run_1/congestion.png
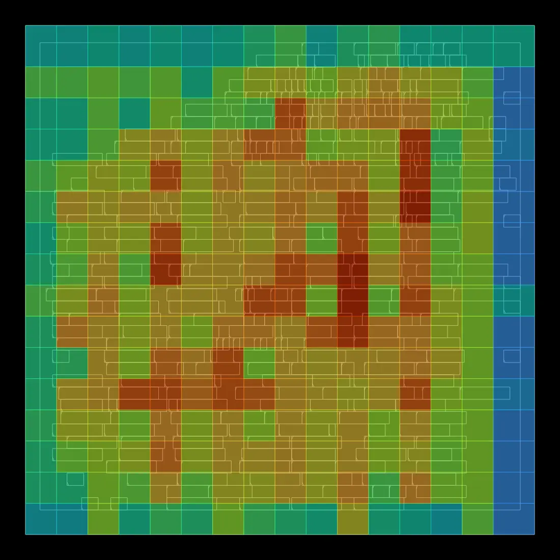
run_1/layer_met1.png
Drawn at 4 px/um. Supply wires on this layer in gray.
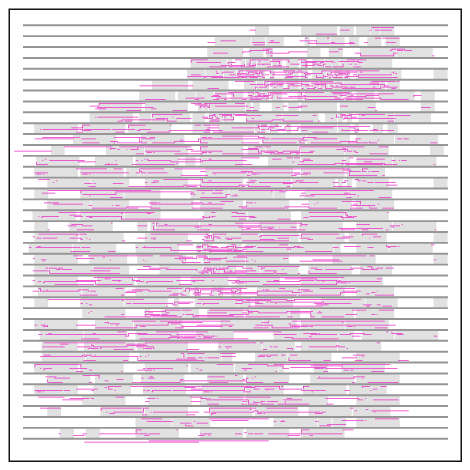
run_1/flops_by_reg.png
Drawn at 4 px/um.
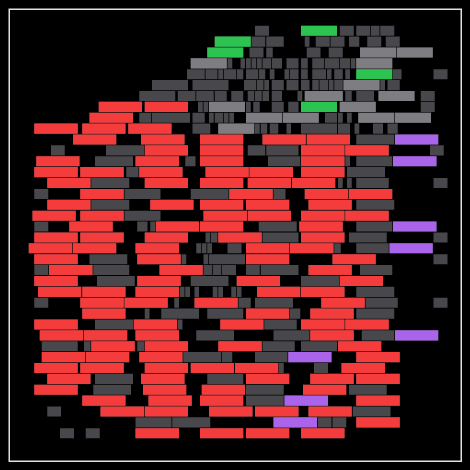
run_1/wires.png
Drawn at 4 px/um. Only two layers are drawn.
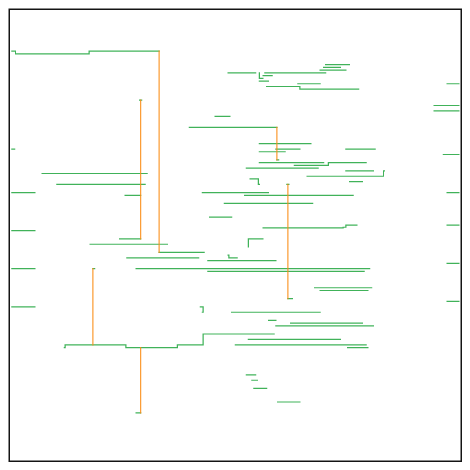
$ cat src/rtl/pkg_fifo.sv
// Shared FIFO sizing constants and the occupancy type used by ram_fifo_ctrl.
package pkg_fifo;

    localparam int unsigned FIFO_ADDR_WIDTH = 4;
    localparam int unsigned FIFO_DATA_WIDTH = 8;
    localparam int unsigned DEPTH           = 2 ** FIFO_ADDR_WIDTH;

    typedef logic [FIFO_ADDR_WIDTH:0] fifo_count_t;

    localparam fifo_count_t FIFO_EMPTY = fifo_count_t'(0);
    localparam fifo_count_t FIFO_FULL  = fifo_count_t'(DEPTH);

endpackage

$ cat src/rtl/dual_port_ram.sv
// Simple dual-port RAM: one synchronous write port, one registered read port.
module dual_port_ram #(
    parameter int unsigned ADDR_WIDTH = 4,
    parameter int unsigned DATA_WIDTH = 8
) (
    input  logic                  wclk,
    input  logic                  write_en,
    input  logic [ADDR_WIDTH-1:0] waddr,
    input  logic [DATA_WIDTH-1:0] din,
    input  logic                  rclk,
    input  logic                  read_en,
    input  logic [ADDR_WIDTH-1:0] raddr,
    output logic [DATA_WIDTH-1:0] dout
);

    localparam int unsigned N_WORDS = 2 ** ADDR_WIDTH;

    logic [DATA_WIDTH-1:0] mem [N_WORDS];

    always_ff @(posedge wclk) begin
        if (write_en) begin
            mem[waddr] <= din;
        end
    end

    // Read data only updates on an enabled read so dout holds between pops.
    always_ff @(posedge rclk) begin
        if (read_en) begin
            dout <= mem[raddr];
        end
    end

endmodule

$ cat src/rtl/ram_fifo_ctrl.sv
// Single-clock non-show-ahead FIFO controller sequencing one dual_port_ram;
// tracks pointers, occupancy, registered status flags and error pulses.
module ram_fifo_ctrl
    import pkg_fifo::*;
#(
    parameter int unsigned ADDR_WIDTH  = FIFO_ADDR_WIDTH,
    parameter int unsigned DATA_WIDTH  = FIFO_DATA_WIDTH,
    parameter int unsigned ALMOST_FULL = 12
) (
    input  logic                  clk,
    input  logic                  reset,
    input  logic                  sync_reset,
    input  logic [DATA_WIDTH-1:0] din,
    input  logic                  wr_en,
    input  logic                  rd_en,
    output logic [DATA_WIDTH-1:0] dout,
    output logic                  dout_valid,
    output logic                  full,
    output logic                  empty,
    output logic                  almost_full,
    output logic [ADDR_WIDTH:0]   count,
    output logic                  overflow,
    output logic                  underflow
);

    localparam int unsigned CW        = ADDR_WIDTH + 1;
    localparam int unsigned N_ENTRIES = 2 ** ADDR_WIDTH;

    logic [ADDR_WIDTH-1:0] wr_ptr;
    logic [ADDR_WIDTH-1:0] rd_ptr;
    logic                  push_ok;
    logic                  pop_ok;
    logic                  ram_we;
    logic                  ram_re;
    logic [ADDR_WIDTH:0]   count_nxt;

    assign push_ok = wr_en & ~full;
    assign pop_ok  = rd_en & ~empty;

    // A flush or reset must not disturb RAM contents or the read register.
    assign ram_we = push_ok & ~sync_reset & ~reset;
    assign ram_re = pop_ok & ~sync_reset & ~reset;

    always_comb begin
        count_nxt = count;
        if (push_ok && !pop_ok) begin
            count_nxt = count + CW'(1);
        end else if (pop_ok && !push_ok) begin
            count_nxt = count - CW'(1);
        end
    end

    // Flags are registered from the next-state count so they track count exactly.
    always_ff @(posedge clk or posedge reset) begin
        if (reset) begin
            wr_ptr      <= '0;
            rd_ptr      <= '0;
            count       <= '0;
            full        <= 1'b0;
            empty       <= 1'b1;
            almost_full <= 1'b0;
            dout_valid  <= 1'b0;
            overflow    <= 1'b0;
            underflow   <= 1'b0;
        end else if (sync_reset) begin
            wr_ptr      <= '0;
            rd_ptr      <= '0;
            count       <= '0;
            full        <= 1'b0;
            empty       <= 1'b1;
            almost_full <= 1'b0;
            dout_valid  <= 1'b0;
            overflow    <= 1'b0;
            underflow   <= 1'b0;
        end else begin
            if (push_ok) begin
                wr_ptr <= wr_ptr + ADDR_WIDTH'(1);
            end
            if (pop_ok) begin
                rd_ptr <= rd_ptr + ADDR_WIDTH'(1);
            end
            count       <= count_nxt;
            full        <= (count_nxt == CW'(N_ENTRIES));
            empty       <= (count_nxt == CW'(0));
            almost_full <= (count_nxt >= CW'(ALMOST_FULL));
            dout_valid  <= pop_ok;
            overflow    <= wr_en & full;
            underflow   <= rd_en & empty;
        end
    end

    dual_port_ram #(
        .ADDR_WIDTH (ADDR_WIDTH),
        .DATA_WIDTH (DATA_WIDTH)
    ) u_ram (
        .wclk     (clk),
        .write_en (ram_we),
        .waddr    (wr_ptr),
        .din      (din),
        .rclk     (clk),
        .read_en  (ram_re),
        .raddr    (rd_ptr),
        .dout     (dout)
    );

endmodule

$ cat config.mk
export PLATFORM = sky130hd
export DESIGN_NAME = ram_fifo_ctrl
export DESIGN_NICKNAME = d
export VERILOG_FILES = /design/src/rtl/pkg_fifo.sv /design/src/rtl/dual_port_ram.sv /design/src/rtl/ram_fifo_ctrl.sv
export SDC_FILE = /design/constraint.sdc
export NUM_CORES = 1
export LEC_CHECK = 0
export CAP_MARGIN = 20
export CORE_MARGIN = 3
export CORE_UTILIZATION = 55
export CTS_CLUSTER_SIZE = 10
export DETAILED_ROUTE_END_ITERATION = 12
export PLACE_DENSITY = 0.83
export REMOVE_ABC_BUFFERS = 1
export SETUP_SLACK_MARGIN = 0.02
export SLEW_MARGIN = 20
export SYNTH_ARGS = -nofsm -noshare
export SYNTH_HDL_FRONTEND = slang
export SYNTH_SLANG_ARGS = --single-unit
$ cat constraint.sdc
create_clock -name clk -period 5.4 [get_ports clk]
set_clock_uncertainty 0.1 [all_clocks]
set_input_delay 1.35 -clock clk [delete_from_list [all_inputs] [get_ports clk]]
set_output_delay 1.35 -clock clk [all_outputs]
set_load 0.02 [all_outputs]
==> out/results.tsv, run 1 <==
metric	value	unit
status	completed	
Die X	113	um
total grt overflow	0	
Layout area overhead	15.3	%
CTS Buf Count	17	
Post-synth top cells	edfxtp_1 (136), mux4_1 (30), nor2_1 (27), dfrtp_1 (18), nand2_1 (12)	
Seq share, synth	0.729	
nature of the critical path endpoint	flop	
area fraction in compound gates	0.0108	
drt drc	0	
CTS sink count	155	
Cell area leaders	edfxtp_1 (65%), mux4_1 (13%), dfrtp_1 (7.2%), mux4_2 (3.6%), nor2_1 (1.6%)	
drt pass-1 iters	5	
Filler cells	693	
critical path startpoint category	primary input	
Setup Viol. Count Final	0	
pins over their slew limit	0	
Setup crit end	u_ram.mem[1][0]$_DFFE_PP_	
vias in the first global route	3089	
final hold slack	0.425	ns
pre-CTS setup slack	1.28	ns
most frequent cells in the layout	edfxtp_1 (136), clkdlybuf4s50_1 (31), mux4_1 (30)	
Cells after Synth	311	
total tool warning count	29	
die height	113	um
Iter 0 DRT Violations	229	
antenna violations before repair	0	
dpl cells	470	
number of diodes	0	
area share, top type	0.653	
Critical Path RT	5.34	ns
Avg Vias per Cell	6.05	
fmax	0.283	GHz
dominant logic cell type in the layout	edfxtp_1	
final setup TNS	0	ns
number of cells in the yosys synthesis report	311	
first-pass GRT wire length	17.7	mm
Worst-Margin Slew	0.925	ns
max FFs per register	128	
TritonCTS clock tree	yes	
Resize count post-CTS	0	
Post-CTS Setup Inserts	0	
met2 WL	5.77	mm
number of enable flip-flop cells	136	
Adder-Cell Fraction of Synth Area	0.0140	
cell taking the most area after synthesis	edfxtp_1	
RSZ-0062 raised after global routing	no	
Clock Path Buffers	2	
Yosys cell types	32	
Worst Setup Path Type	in -> reg	
Biggest register	u_ram.mem	
Hold Crit Endpoint	underflow$_DFF_PP0_	
FP Core Util	0.569	
top routing layer in use	met4	
hold_sp	empty$_DFF_PP1_	
total power draw	2.70	mW
static leakage	2.42	nW
fin nets	369	
crit path max fanout	8	
R2R cell count	4	
min Tclk post-route	3.54	ns
Clock Tree Root	clkbuf_16	
reg2reg start	full$_DFF_PP0_	
Routed met3 length	866	um
Synth flops	155	
largest net degree at the start of global routing	36	
About congestion.png:
WL/cell: 22.9 um
met1 Resource Use GR: 0.270
layer with the highest usage: met2
grt met3 use: 0.0539
final core utilization: 0.657

About layer_met1.png:
share of all routed wire: 41%
main direction: horizontal
wire length on this layer: 4720 um

About flops_by_reg.png:
| netlist name | color | sequential cells |
|---|---|---|
| u_ram.mem | red | 128 |
| u_ram.dout | purple | 8 |
| count | green | 5 |

About wires.png:
| layer | color | wire length |
|---|---|---|
| metal 4 | orange | 157 um |
| metal 3 | green | 866 um |
vias: 3037
Total GRT Usage: 0.195
drt total wl: 11.5 mm

[run 1: final cells by class]
type                            instances  share of cell area
Timing Repair Buffer                   35              0.0472
Clock inverter                         14              0.0139
Clock buffer                           18              0.0595
Sequential cell                       155               0.632
Multi-Input combinational cell        133               0.219
Inverter                                7             0.00364
Tap cell                              140              0.0243
[run 1: worst max-delay path, stage by stage]
cell and delay [ns]:
clkdlybuf4s50_1 0.49, nand2b_1 0.16, nor3_1 0.47, nand2_1 0.24, nor3_1 0.76
[run 1: where the power goes]
part | switching, mW | internal [mW]
combinational | 0.162 | 0.142
sequential | 0.0176 | 1.33
clock | 0.457 | 0.586
total | 0.637 | 2.06
## Run 2: what changed since run 1
--- a/config.mk
+++ b/config.mk
@@ -7,10 +7,10 @@
 export LEC_CHECK = 0
 export CAP_MARGIN = 20
 export CORE_MARGIN = 3
-export CORE_UTILIZATION = 55
+export CORE_UTILIZATION = 54
 export CTS_CLUSTER_SIZE = 10
 export DETAILED_ROUTE_END_ITERATION = 12
-export PLACE_DENSITY = 0.83
+export PLACE_DENSITY = 0.85
 export REMOVE_ABC_BUFFERS = 1
 export SETUP_SLACK_MARGIN = 0.02
 export SLEW_MARGIN = 20
==> constraint.sdc (replaced) <==
create_clock -name clk -period 3.2 [get_ports clk]
set_clock_uncertainty 0.1 [all_clocks]
set_input_delay 0.8 -clock clk [delete_from_list [all_inputs] [get_ports clk]]
set_output_delay 0.8 -clock clk [all_outputs]
set_load 0.02 [all_outputs]
==> run 2 against run 1 <==
Compared with the run above:
- sequential cell count stayed put
- final area is 3.0% higher
- register-to-register slack worse by 2.0 ns
- worst setup slack worse by 1.3 ns
- sequential share of layout area is 1.8 points lower
- sequential power is 69% higher
- count of clock-buffer cells in the layout stayed put
- cell count is 3.0% higher
- worst hold slack worse by 0.016 ns
- critical path type unchanged
- largest power group unchanged
- first-iteration DRC count is 40% higher
==> out/results.tsv, run 2 <==
metric	value	unit	change
Critical Path RT	3.22	ns	-2.12 ns
critical path startpoint category	primary input		
max FFs per register	128		unchanged
Pint	3.87	mW	+88%
CP bufs+invs	2		+1
P_sw	1.06	mW	+67%
total power draw	4.93	mW	+83%
Layout area overhead	18.8	%	
Top pwr grp	registers		
Synth flops	155		unchanged
Worst Setup Path Type	in -> reg		
Setup crit end	u_ram.mem[3][2]$_DFFE_PP_		
pins over their slew limit	0		unchanged
CP Cell Sequence	clkdlybuf4s50_1 -> nand2b_1 -> nor3_1 -> nand2_1 -> nor3_1 -> buf_4		
Setup Viol. Count Final	0		unchanged
sw frac	0.216		-0.0206
vias	3214		+5.8%
Seq group	2.28	mW	+69%
Yosys cell types	32		unchanged
FP Core Util	0.564		-0.00489
final core utilization	0.670		+0.0138
number of enable flip-flop cells	136		unchanged
number of diodes	0		unchanged
Avg Vias per Cell	6.22		+2.8%
Combinational Power	526	uW	+72%
final setup TNS	0	ns	unchanged
status	completed		
Cells after Synth	311		unchanged
sequential share of power	0.462		-0.038
Resize count post-CTS	0		unchanged
die height	114	um	+0.87%
fin nets	387		+4.9%
Clock Path Buffers	2		unchanged
Comb pwr share	0.107		-0.006
antenna violations before repair	2		+2
Critical-path top delay cell	nor3_1		
R2R cell count	3		-1
Post-synth top cells	edfxtp_1 (136), mux4_1 (30), nor2_1 (27), dfrtp_1 (18), nand2_1 (12)		
nature of the critical path endpoint	flop		
first-pass GRT wire length	19.7	mm	+11%
final hold slack	0.409	ns	-0.0160 ns
delay of the slowest critical-path stage	0.51	ns	-0.25 ns
WL/cell	24.7	um	+7.8%
hold_sp	empty$_DFF_PP1_		
Worst-Margin Slew	0.758	ns	-0.167 ns
reg2reg start	rd_ptr[0]$_DFFE_PP0P_		
dominant logic cell type in the layout	edfxtp_1		
drt total wl	12.8	mm	+11%
Post-CTS Setup Inserts	0		unchanged
RSZ-0062 raised after global routing	no		
power in the clock group	2.12	mW	+100%
delay-heaviest family, CP	simple AND/OR/NAND/NOR gates		
drt pass-1 iters	5		unchanged
Iter 0 DRT Violations	320		+40%
Biggest register	u_ram.mem		
Hold Crit Endpoint	underflow$_DFF_PP0_		
CTS Buf Count	17		unchanged
crit path max fanout	8		unchanged
Cell area leaders	edfxtp_1 (65%), mux4_1 (13%), dfrtp_1 (7.2%), mux4_2 (3.6%), nor2_1 (1.6%)		
Adder-Cell Fraction of Synth Area	0.0140		unchanged
vias in the first global route	3273		+6.0%
drt drc	0		unchanged
most frequent cells in the layout	edfxtp_1 (136), clkdlybuf4s50_1 (31), mux4_1 (30)		
CTS sink count	155		unchanged
total tool warning count	29		unchanged
Seq share, synth	0.729		unchanged
Filler cells	670		-3.3%
## run 2: cell types whose count changed in the layout (fill, tap and decap cells not counted), sizes merged
cell	previous run	this run
buf	4	22
clkinvlp	5	2
bufinv	0	5
clkinv	7	2
## run 2: per-layer routing
metal | track usage | wire, um | up-vias
met5 | 0 | 28 | -
met4 | 0.0913 | 304 | 4
met3 | 0.0599 | 955 | 27
met2 | 0.340 | 6450 | 160
met1 | 0.286 | 5030 | 1646
li1 | - | - | 1377
## run 2: area by class of cell
cell class / instances / area share
Sequential cell: 155 / 0.614
Multi-Input combinational cell: 133 / 0.211
Timing Repair Buffer: 53 / 0.0640
Clock buffer: 18 / 0.0578
Clock inverter: 11 / 0.0263
Tap cell: 140 / 0.0236
Inverter: 7 / 0.00354
run_2/layer_met1.png
Drawn at 4 px/um. Supply wires on this layer in gray.
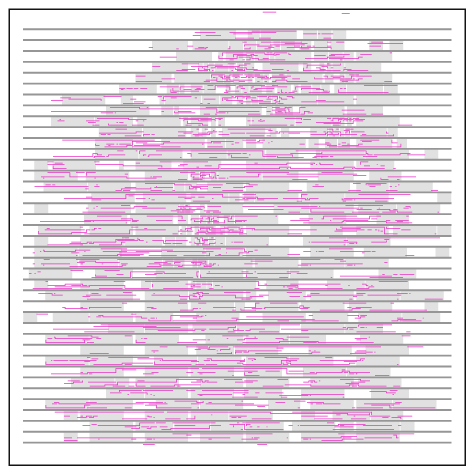
share of all routed wire: 39%
longest straight run: 50.6 um
wire length on this layer: 5030 um

## Run 3: what changed since run 2
==> constraint.sdc (replaced) <==
create_clock -name clk -period 2.4 [get_ports clk]
set_clock_uncertainty 0.1 [all_clocks]
set_input_delay 0.6 -clock clk [delete_from_list [all_inputs] [get_ports clk]]
set_output_delay 0.6 -clock clk [all_outputs]
set_load 0.02 [all_outputs]
run_3/congestion.png
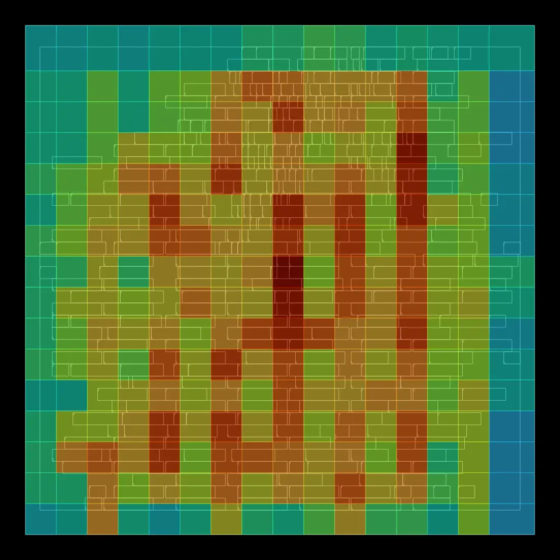
grt met3 use: 0.0605
met1 Resource Use GR: 0.284

==> run 3 against run 2 <==
Compared with the run above:
- sequential cell count did not move
- die area stayed put
- critical path depth decreased by 5
- utilization increased by 0.16 points
- non-clock buffer count increased by 7
- combinational power is 37% higher
- sequential share of layout area shrank 0.14 points
- synthesized cell count did not move
- sequential power up 33%
- final area is 0.24% higher
- first-iteration DRC count rose by 2.8%
- highest routed layer is now met4
==> out/results.tsv, run 3 <==
metric	value	unit	change
status	completed		
Worst Setup Path Type	reg -> out		
vias	3194		-0.62%
layer with the highest usage	met2		
most frequent cells in the layout	edfxtp_1 (136), clkdlybuf4s50_1 (31), mux4_1 (30)		
top routing layer in use	met4		
largest class	sequential cells		
drt pass-1 iters	5		unchanged
Final Worst Setup Slack	0.104	ns	
Seq cells	155		unchanged
max FFs per register	128		unchanged
number of diodes	0		unchanged
Layout area overhead	19.1	%	
die height	114	um	unchanged
delay-heaviest family, CP	buffers and inverters		
share of flip-flops with an asynchronous set or reset	0.123		
met2 WL	6.15	mm	-4.7%
Seq area share	0.613		-0.00145
fin nets	394		+1.8%
inverter count	7		unchanged
crit path max fanout	4		-4
clk_buf instances	17		-1
drt drc	0		unchanged
Avg Vias per Cell	6.06		-2.5%
reg2reg start	rd_ptr[0]$_DFFE_PP0P_		
Adder-Cell Fraction of Synth Area	0.0140		unchanged
Non-clk bufs	60		+13%
final hold slack	0.385	ns	-0.0239 ns
Worst VDD drop	0.493	mV	
Rows	38		
critical path startpoint category	flop		
drt total wl	12.2	mm	-4.3%
clock slew at reported path FFs	0.06	ns	
Resize count post-CTS	0		unchanged
Cell area leaders	edfxtp_1 (65%), mux4_1 (13%), dfrtp_1 (7.2%), mux4_2 (3.6%), nor2_1 (1.6%)		
area share, top type	0.653		
Post-CTS Setup Inserts	0		unchanged
Worst-Margin Slew	0.629	ns	-0.129 ns
biggest regs	u_ram.mem (128), u_ram.dout (8), count (5)		
RSZ-0062 raised after global routing	no		
CTS Buf Count	17		unchanged
Synth flops	155		unchanged
Yosys cell types	32		unchanged
CP Cell Sequence	clkdlybuf4s50_1		
CTS sink count	155		unchanged
Die X	114	um	
xor/xnor share	0.0140		
Seq share, synth	0.729		unchanged
combinational share of cell area	0.210		-0.000496
top cell type by instance count after synthesis	edfxtp_1		
FP Core Util	0.564		unchanged
CP bufs+invs	1		-1
Die ar.	12900	um2	
pins over their slew limit	0		unchanged
dominant logic cell type in the layout	edfxtp_1		
Biggest register	u_ram.mem		
non-clk buf share	0.0743		+0.0103
Post-synth top cells	edfxtp_1 (136), mux4_1 (30), nor2_1 (27), dfrtp_1 (18), nand2_1 (12)		
Avg Cell Area, Syn	20.1	um2	
Area after DPL	6880	um2	
antenna violations before repair	0		-2
Filler cells	658		-1.8%
R2R cell count	3		unchanged
combinational gates	133		unchanged
Critical Path RT	1.70	ns	-1.52 ns
total power draw	6.24	mW	+27%
first-pass GRT wire length	19.1	mm	-2.7%
Clock Network Area Fraction	0.0758		-0.00827
pre-CTS setup slack	-0.198	ns	
vias in the first global route	3236		-1.1%
Routed met3 length	696	um	-27%
share of cells above drive strength 1	0.186		
Critical-path top delay cell	clkdlybuf4s50_1		
WL/cell	23.2	um	-6.1%
delay of the slowest critical-path stage	0.62	ns	+0.11 ns
Clock Path Buffers	2		unchanged
# H-tree levels	4		
final setup TNS	0	ns	unchanged
TAP cells	140		unchanged
Setup Viol. Count Final	0		unchanged
grt met2 use	0.326		-0.0137
Iter 0 DRT Violations	329		+2.8%
Cells after Synth	311		unchanged
Core Region	11100	um2	
final core utilization	0.672		+0.00158
largest net degree at the start of global routing	36		
nature of the critical path endpoint	primary output		
number of enable flip-flop cells	136		unchanged
total tool warning count	29		unchanged
DRT met1 WL	5.21	mm	+3.6%
[run 3: cell counts after synthesis]
Identical to the previous run, type by type.
[run 3: power breakdown]
part	switching, mW	internal, mW
sequential	0.0431	3.00
clock	1.12	1.36
combinational	0.367	0.355
[run 3: how the worst max path moves through the flow]
stage	cells past startpoint	endpoint	slack, ns	from
floorplan	2	u_ram.dout[0]$_DFFE_PP_	-0.22	rd_ptr[0]$_DFFE_PP0P_
detailed placement	6	full$_DFF_PP0_	-0.20	rd_en
finish	1	empty	0.10	empty$_DFF_PP1_
global route	1	empty	0.06	empty$_DFF_PP1_
global placement	6	full$_DFF_PP0_	-0.005	rd_en
CTS	1	empty	0.08	empty$_DFF_PP1_
Power is estimated from default activity; no workload was simulated.
